Figure 1. Close-up of the layout.
Window x 21 to 61, y 37 to 77 um. Cells in gray, sequential cells in the stronger gray; small squares are vias.
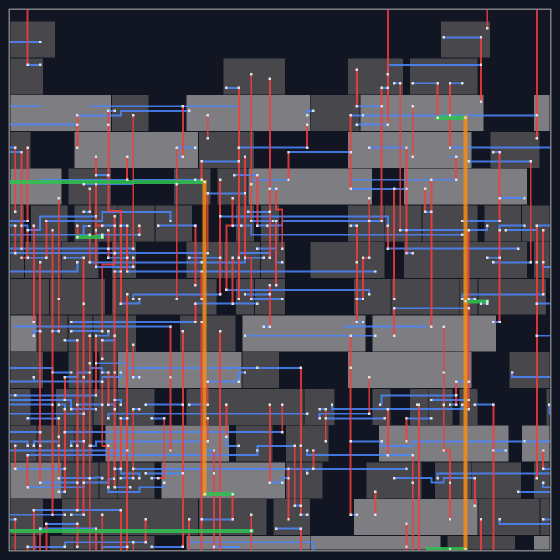
Figure 2. Metal 2.
(3 px per um) Cells faint in the background.
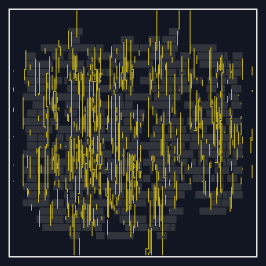
Figure 3. Logic cells by family.
(6 px per um)
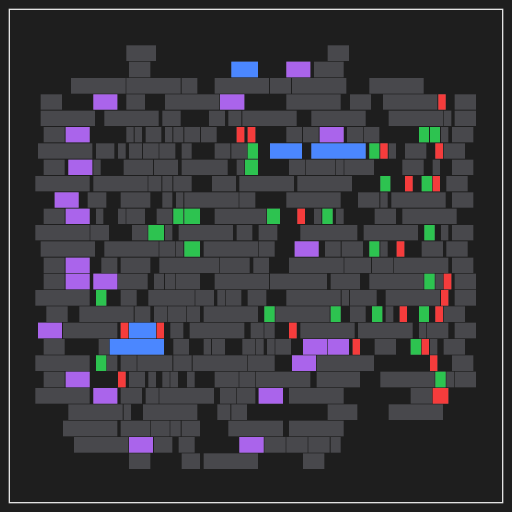
Figure 4. Sequential cells grouped by signal name.
(6 px per um) Other sequential cells in the stronger gray, the rest of the logic in the fainter gray.
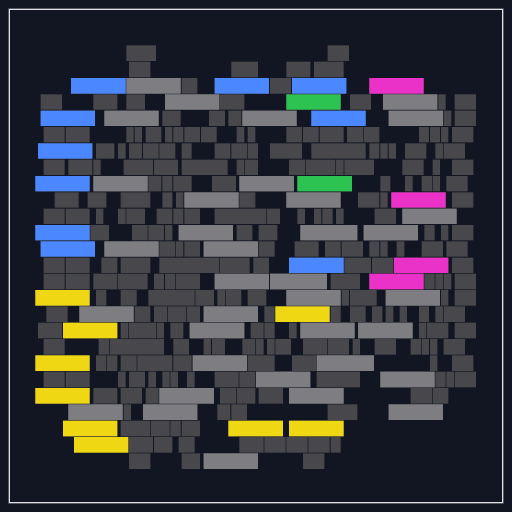
===== src/rtl/vga_scan_ctrl_if.sv =====
// Scan/pixel bundle between vga_scan_ctrl (master) and the sprite colour mux / VGA pins (slave).
interface vga_scan_ctrl_if;
    logic [15:0] color;
    logic [9:0]  col;
    logic [8:0]  row;
    logic        rdn;
    logic        hs;
    logic        vs;
    logic [3:0]  r;
    logic [3:0]  g;
    logic [3:0]  b;
    logic        frame_start;

    // No valid/ready: col/row move on pixel ticks, color is sampled one pixel later.
    modport master (input color, output col, row, rdn, hs, vs, r, g, b, frame_start);
    modport slave  (output color, input col, row, rdn, hs, vs, r, g, b, frame_start);
endinterface


===== src/rtl/vga_scan_ctrl.sv =====
// Raster scan generator and RGB565 pixel sink for 640x480@60 VGA; two-stage pixel pipeline
// keeps RGB, syncs and display enable aligned one pixel behind col/row.
module vga_scan_ctrl #(
    parameter int CLK_DIV      = 4,
    parameter int H_VISIBLE    = 640,
    parameter int H_SYNC_START = 656,
    parameter int H_SYNC_END   = 751,
    parameter int H_TOTAL      = 800,
    parameter int V_VISIBLE    = 480,
    parameter int V_SYNC_START = 490,
    parameter int V_SYNC_END   = 491,
    parameter int V_TOTAL      = 525
) (
    input  logic            clk,
    input  logic            rst,
    vga_scan_ctrl_if.master bus
);
    localparam int DW = $clog2(CLK_DIV);
    localparam logic [DW-1:0] DIV_LAST = DW'(CLK_DIV - 1);
    localparam logic [9:0] H_VIS_C  = 10'(H_VISIBLE);
    localparam logic [9:0] H_SS_C   = 10'(H_SYNC_START);
    localparam logic [9:0] H_SE_C   = 10'(H_SYNC_END);
    localparam logic [9:0] H_LAST_C = 10'(H_TOTAL - 1);
    localparam logic [9:0] V_VIS_C  = 10'(V_VISIBLE);
    localparam logic [9:0] V_SS_C   = 10'(V_SYNC_START);
    localparam logic [9:0] V_SE_C   = 10'(V_SYNC_END);
    localparam logic [9:0] V_LAST_C = 10'(V_TOTAL - 1);

    logic [DW-1:0] div_q, div_d;
    logic [9:0]    h_q, h_d;
    logic [9:0]    v_q, v_d;
    logic [9:0]    col_q;
    logic [8:0]    row_q;
    logic          vis0_q, hsync0_q, vsync0_q;
    logic          vis_d, hsync_d, vsync_d, frame_end_d;
    logic [3:0]    r_q, g_q, b_q;
    logic          rdn_q, hs_q, vs_q, fs_q;
    logic          pix_tick;
    logic          unused_color;

    assign pix_tick     = (div_q == DIV_LAST);
    assign unused_color = ^{bus.color[11], bus.color[6:5], bus.color[0]};

    always_comb begin
        div_d       = pix_tick ? '0 : div_q + 1'b1;
        h_d         = h_q + 1'b1;
        v_d         = v_q;
        frame_end_d = (h_q == H_LAST_C) && (v_q == V_LAST_C);
        if (h_q == H_LAST_C) begin
            h_d = '0;
            v_d = (v_q == V_LAST_C) ? '0 : v_q + 1'b1;
        end
        vis_d   = (h_q < H_VIS_C) && (v_q < V_VIS_C);
        hsync_d = (h_q >= H_SS_C) && (h_q <= H_SE_C);
        vsync_d = (v_q >= V_SS_C) && (v_q <= V_SE_C);
    end

    always_ff @(posedge clk or posedge rst) begin
        if (rst) begin
            div_q    <= '0;
            h_q      <= '0;
            v_q      <= '0;
            col_q    <= '0;
            row_q    <= '0;
            vis0_q   <= 1'b0;
            hsync0_q <= 1'b0;
            vsync0_q <= 1'b0;
            r_q      <= '0;
            g_q      <= '0;
            b_q      <= '0;
            rdn_q    <= 1'b1;
            hs_q     <= 1'b1;
            vs_q     <= 1'b1;
            fs_q     <= 1'b0;
        end else begin
            div_q <= div_d;
            fs_q  <= 1'b0;
            if (pix_tick) begin
                h_q      <= h_d;
                v_q      <= v_d;
                // Stage 0: publish the coordinate and its flags.
                col_q    <= h_q;
                row_q    <= v_q[8:0];
                vis0_q   <= vis_d;
                hsync0_q <= hsync_d;
                vsync0_q <= vsync_d;
                // Stage 1: color now belongs to the coordinate published last tick.
                r_q      <= vis0_q ? bus.color[15:12] : 4'h0;
                g_q      <= vis0_q ? bus.color[10:7]  : 4'h0;
                b_q      <= vis0_q ? bus.color[4:1]   : 4'h0;
                rdn_q    <= ~vis0_q;
                hs_q     <= ~hsync0_q;
                vs_q     <= ~vsync0_q;
                fs_q     <= frame_end_d;
            end
        end
    end

    assign bus.col         = col_q;
    assign bus.row         = row_q;
    assign bus.rdn         = rdn_q;
    assign bus.hs          = hs_q;
    assign bus.vs          = vs_q;
    assign bus.r           = r_q;
    assign bus.g           = g_q;
    assign bus.b           = b_q;
    assign bus.frame_start = fs_q;
endmodule


===== src/flat_wrapper.sv =====
// flat-port wrapper written by rule: the top's interface ports become plain ports
module vga_scan_ctrl_flat 
#(
    parameter int CLK_DIV      = 4,
    parameter int H_VISIBLE    = 640,
    parameter int H_SYNC_START = 656,
    parameter int H_SYNC_END   = 751,
    parameter int H_TOTAL      = 800,
    parameter int V_VISIBLE    = 480,
    parameter int V_SYNC_START = 490,
    parameter int V_SYNC_END   = 491,
    parameter int V_TOTAL      = 525
)
  (clk, rst, bus_color, bus_col, bus_row, bus_rdn, bus_hs, bus_vs, bus_r, bus_g, bus_b, bus_frame_start);
  vga_scan_ctrl_if bus_i ();
  input  logic clk;
  input  logic rst;
  input wire logic [$bits(bus_i.color)-1:0] bus_color;
  output wire logic [$bits(bus_i.col)-1:0] bus_col;
  output wire logic [$bits(bus_i.row)-1:0] bus_row;
  output wire logic [$bits(bus_i.rdn)-1:0] bus_rdn;
  output wire logic [$bits(bus_i.hs)-1:0] bus_hs;
  output wire logic [$bits(bus_i.vs)-1:0] bus_vs;
  output wire logic [$bits(bus_i.r)-1:0] bus_r;
  output wire logic [$bits(bus_i.g)-1:0] bus_g;
  output wire logic [$bits(bus_i.b)-1:0] bus_b;
  output wire logic [$bits(bus_i.frame_start)-1:0] bus_frame_start;
  assign bus_i.color = bus_color;
  assign bus_col = bus_i.col;
  assign bus_row = bus_i.row;
  assign bus_rdn = bus_i.rdn;
  assign bus_hs = bus_i.hs;
  assign bus_vs = bus_i.vs;
  assign bus_r = bus_i.r;
  assign bus_g = bus_i.g;
  assign bus_b = bus_i.b;
  assign bus_frame_start = bus_i.frame_start;
  vga_scan_ctrl #(.CLK_DIV(CLK_DIV), .H_VISIBLE(H_VISIBLE), .H_SYNC_START(H_SYNC_START), .H_SYNC_END(H_SYNC_END), .H_TOTAL(H_TOTAL), .V_VISIBLE(V_VISIBLE), .V_SYNC_START(V_SYNC_START), .V_SYNC_END(V_SYNC_END), .V_TOTAL(V_TOTAL)) u_core (.clk(clk), .rst(rst), .bus(bus_i));
endmodule

===== config.mk =====
export PLATFORM = sky130hd
export DESIGN_NAME = vga_scan_ctrl_flat
export DESIGN_NICKNAME = d
export VERILOG_FILES = /design/src/rtl/vga_scan_ctrl_if.sv /design/src/rtl/vga_scan_ctrl.sv /design/src/flat_wrapper.sv
export SDC_FILE = /design/constraint.sdc
export NUM_CORES = 1
export LEC_CHECK = 0
export ABC_CLOCK_PERIOD_IN_PS = 1550
export CAP_MARGIN = 20
export CORE_MARGIN = 4
export CORE_UTILIZATION = 48
export CTS_BUF_LIST = sky130_fd_sc_hd__clkbuf_8
export CTS_CLUSTER_SIZE = 16
export DETAILED_ROUTE_END_ITERATION = 6
export GPL_ROUTABILITY_DRIVEN = 0
export PLACE_DENSITY = 0.78
export SYNTH_ARGS = -nofsm -noshare
export SYNTH_HDL_FRONTEND = slang
export SYNTH_SLANG_ARGS = --single-unit

===== constraint.sdc =====
create_clock -name clk -period 1.55 [get_ports clk]
set_input_delay 0.155 -clock clk [delete_from_list [all_inputs] [get_ports clk]]
set_output_delay 0.155 -clock clk [all_outputs]
set_load 0.005 [all_outputs]

==> impl_metrics.env <==
# implementation run metrics
export IMPL_outcome="finished with violations"
export IMPL_violations="negative setup slack"
export IMPL_setup_viol=4
export IMPL_drt_total_wl_mm=5.38
export IMPL_synth_flops=60
export IMPL_synth_cells=225
export IMPL_n_sequential_cell=60
export IMPL_clock_area_share_pct=4.98
export IMPL_drt_pass1_iterations=4
export IMPL_stdcell_area_mm2=0.00364
export IMPL_pre_cts_slack_ns=-0.0673
export IMPL_avgSynthCellArea_um2=11.7
export IMPL_postRouteAntennaNets=0
export IMPL_top_logic_kind="simple AND/OR/NAND/NOR gates"
export IMPL_tap_cells=70
export IMPL_buf_share_pct=20.4
export IMPL_clock_skew_ns=0.00452
export IMPL_clkSlewWorstSetupHoldPaths_ns=0.06
export IMPL_r2r_start="u_core.v_q[1]"
export IMPL_crit_type="flop to flop"
export IMPL_drv_slew=0
export IMPL_drive_gt1_share_pct=27.2
export IMPL_cpPeakStageDelay_ns=0.54
export IMPL_holdWs_ns=0.129
export IMPL_n_all_buffers=80
export IMPL_fin_setup_tns_ns=-0.0982
export IMPL_comb_area_share_pct=28.6
export IMPL_rsz0062_at_grt="yes"
export IMPL_port_buffers=48
export IMPL_hold_buffers=0
export IMPL_worst_pin_slew_ns=0.333
export IMPL_dr_total_vias=1934
export IMPL_async_reset_ff_share_pct=100
export IMPL_crit_family="simple AND/OR/NAND/NOR gates"
export IMPL_final_cells=382
export IMPL_syn_nets=248
export IMPL_ys_sh_simple_pct=16.7
export IMPL_fmax_mhz=630
export IMPL_fp_dieH_um=82.0
export IMPL_xor_area_share_pct=4.33
export IMPL_combGateArea_mm2=0.00104
export IMPL_via_per_inst=5.06
export IMPL_initial_core_util_pct=50.5
export IMPL_htree_num_levels=3
export IMPL_ys_cells=225
export IMPL_edf_count=0
export IMPL_ys_area_mm2=0.00263
export IMPL_critPathArrivalTime_ns=1.81
export IMPL_powerDensity_mw_per_mm2=814
export IMPL_num_multi_input_gates=135
export IMPL_mux_area_share_pct=8.95
export IMPL_fillers=398
export IMPL_layout_setup_ws_ns=-0.0363
export IMPL_met2_usage_pct=28.2
export IMPL_finalClockPeriodUsage_pct=102
export IMPL_cts_tree="yes"
export IMPL_min_period_ns=1.59
export IMPL_chipWidth_um=82.0
export IMPL_cp_cell_sequence="inv_2 > ha_4 > nand4_1 > or4_4 > nor2_4 > nor2_1"
export IMPL_setup_worst_path_end_class="flop"
export IMPL_cts_resized=8
export IMPL_cts_sinks=60
export IMPL_seqCellArea_mm2=0.00151
export IMPL_tool_warnings=35
export IMPL_antenna_found_initial=0
About Figure 1:
[green] metal 3
[red] metal 2
[orange] metal 4
[blue] metal 1
sequential cells in the window: 15
cells with their middle in the window: 93
most frequent: buf_4 (18), dfrtp_1 (14)
netlist names of flops here include: `u_core.h_q` (7), `u_core.bus.col` (4), `u_core.div_q` (2)

About Figure 2:
share of all routed wire: 46%
main direction: vertical
longest straight run: 33.0 um
wire length on this layer: 2460 um
nets with wire on the layer: 277

About Figure 3:
[green] aoi and oai cells | cells: 24 | most used: o21ai_0
[blue] fa/ha/maj cells | cells: 5
[red] inv cells | cells: 21 | most used: inv_1
[purple] mux cells | cells: 21 | most used: mux2_2

About Figure 4:
[blue] `u_core.bus.col` | flops: 10
[magenta] `u_core.bus.r` | flops: 4 | where: middle right
[green] `u_core.div_q` | flops: 2
[yellow] `u_core.bus.row` | flops: 9
not colored: 35

## cells in the mapped netlist, types with 2 or more instances
master     n  area, um2
dfstp_2    3       78.8
a21oi_1    2       10.0
nor3_1     2       10.0
nand2_1   19       71.3
xor2_1     5       43.8
and3_1     2       12.5
o22ai_1    2       12.5
xnor2_1    8       70.1
clkbuf_1   3       11.3
buf_2      5       25.0
mux2_2    20        225
nand3_1    8       40.0
and4_1     2       17.5
o21ai_0   17       85.1
nand4_1    4       25.0
inv_1     21       78.8
ha_1       5       62.6
nor2_1    14       52.6
nor4_1     3       18.8
dfrtp_1   57       1430
## power by group
part	internal, uW	switching, uW
clock network	691	565
logic	67.1	49.9
registers	1580	8.07
Power figures rest on the tool's default switching activity, not on a simulated workload.
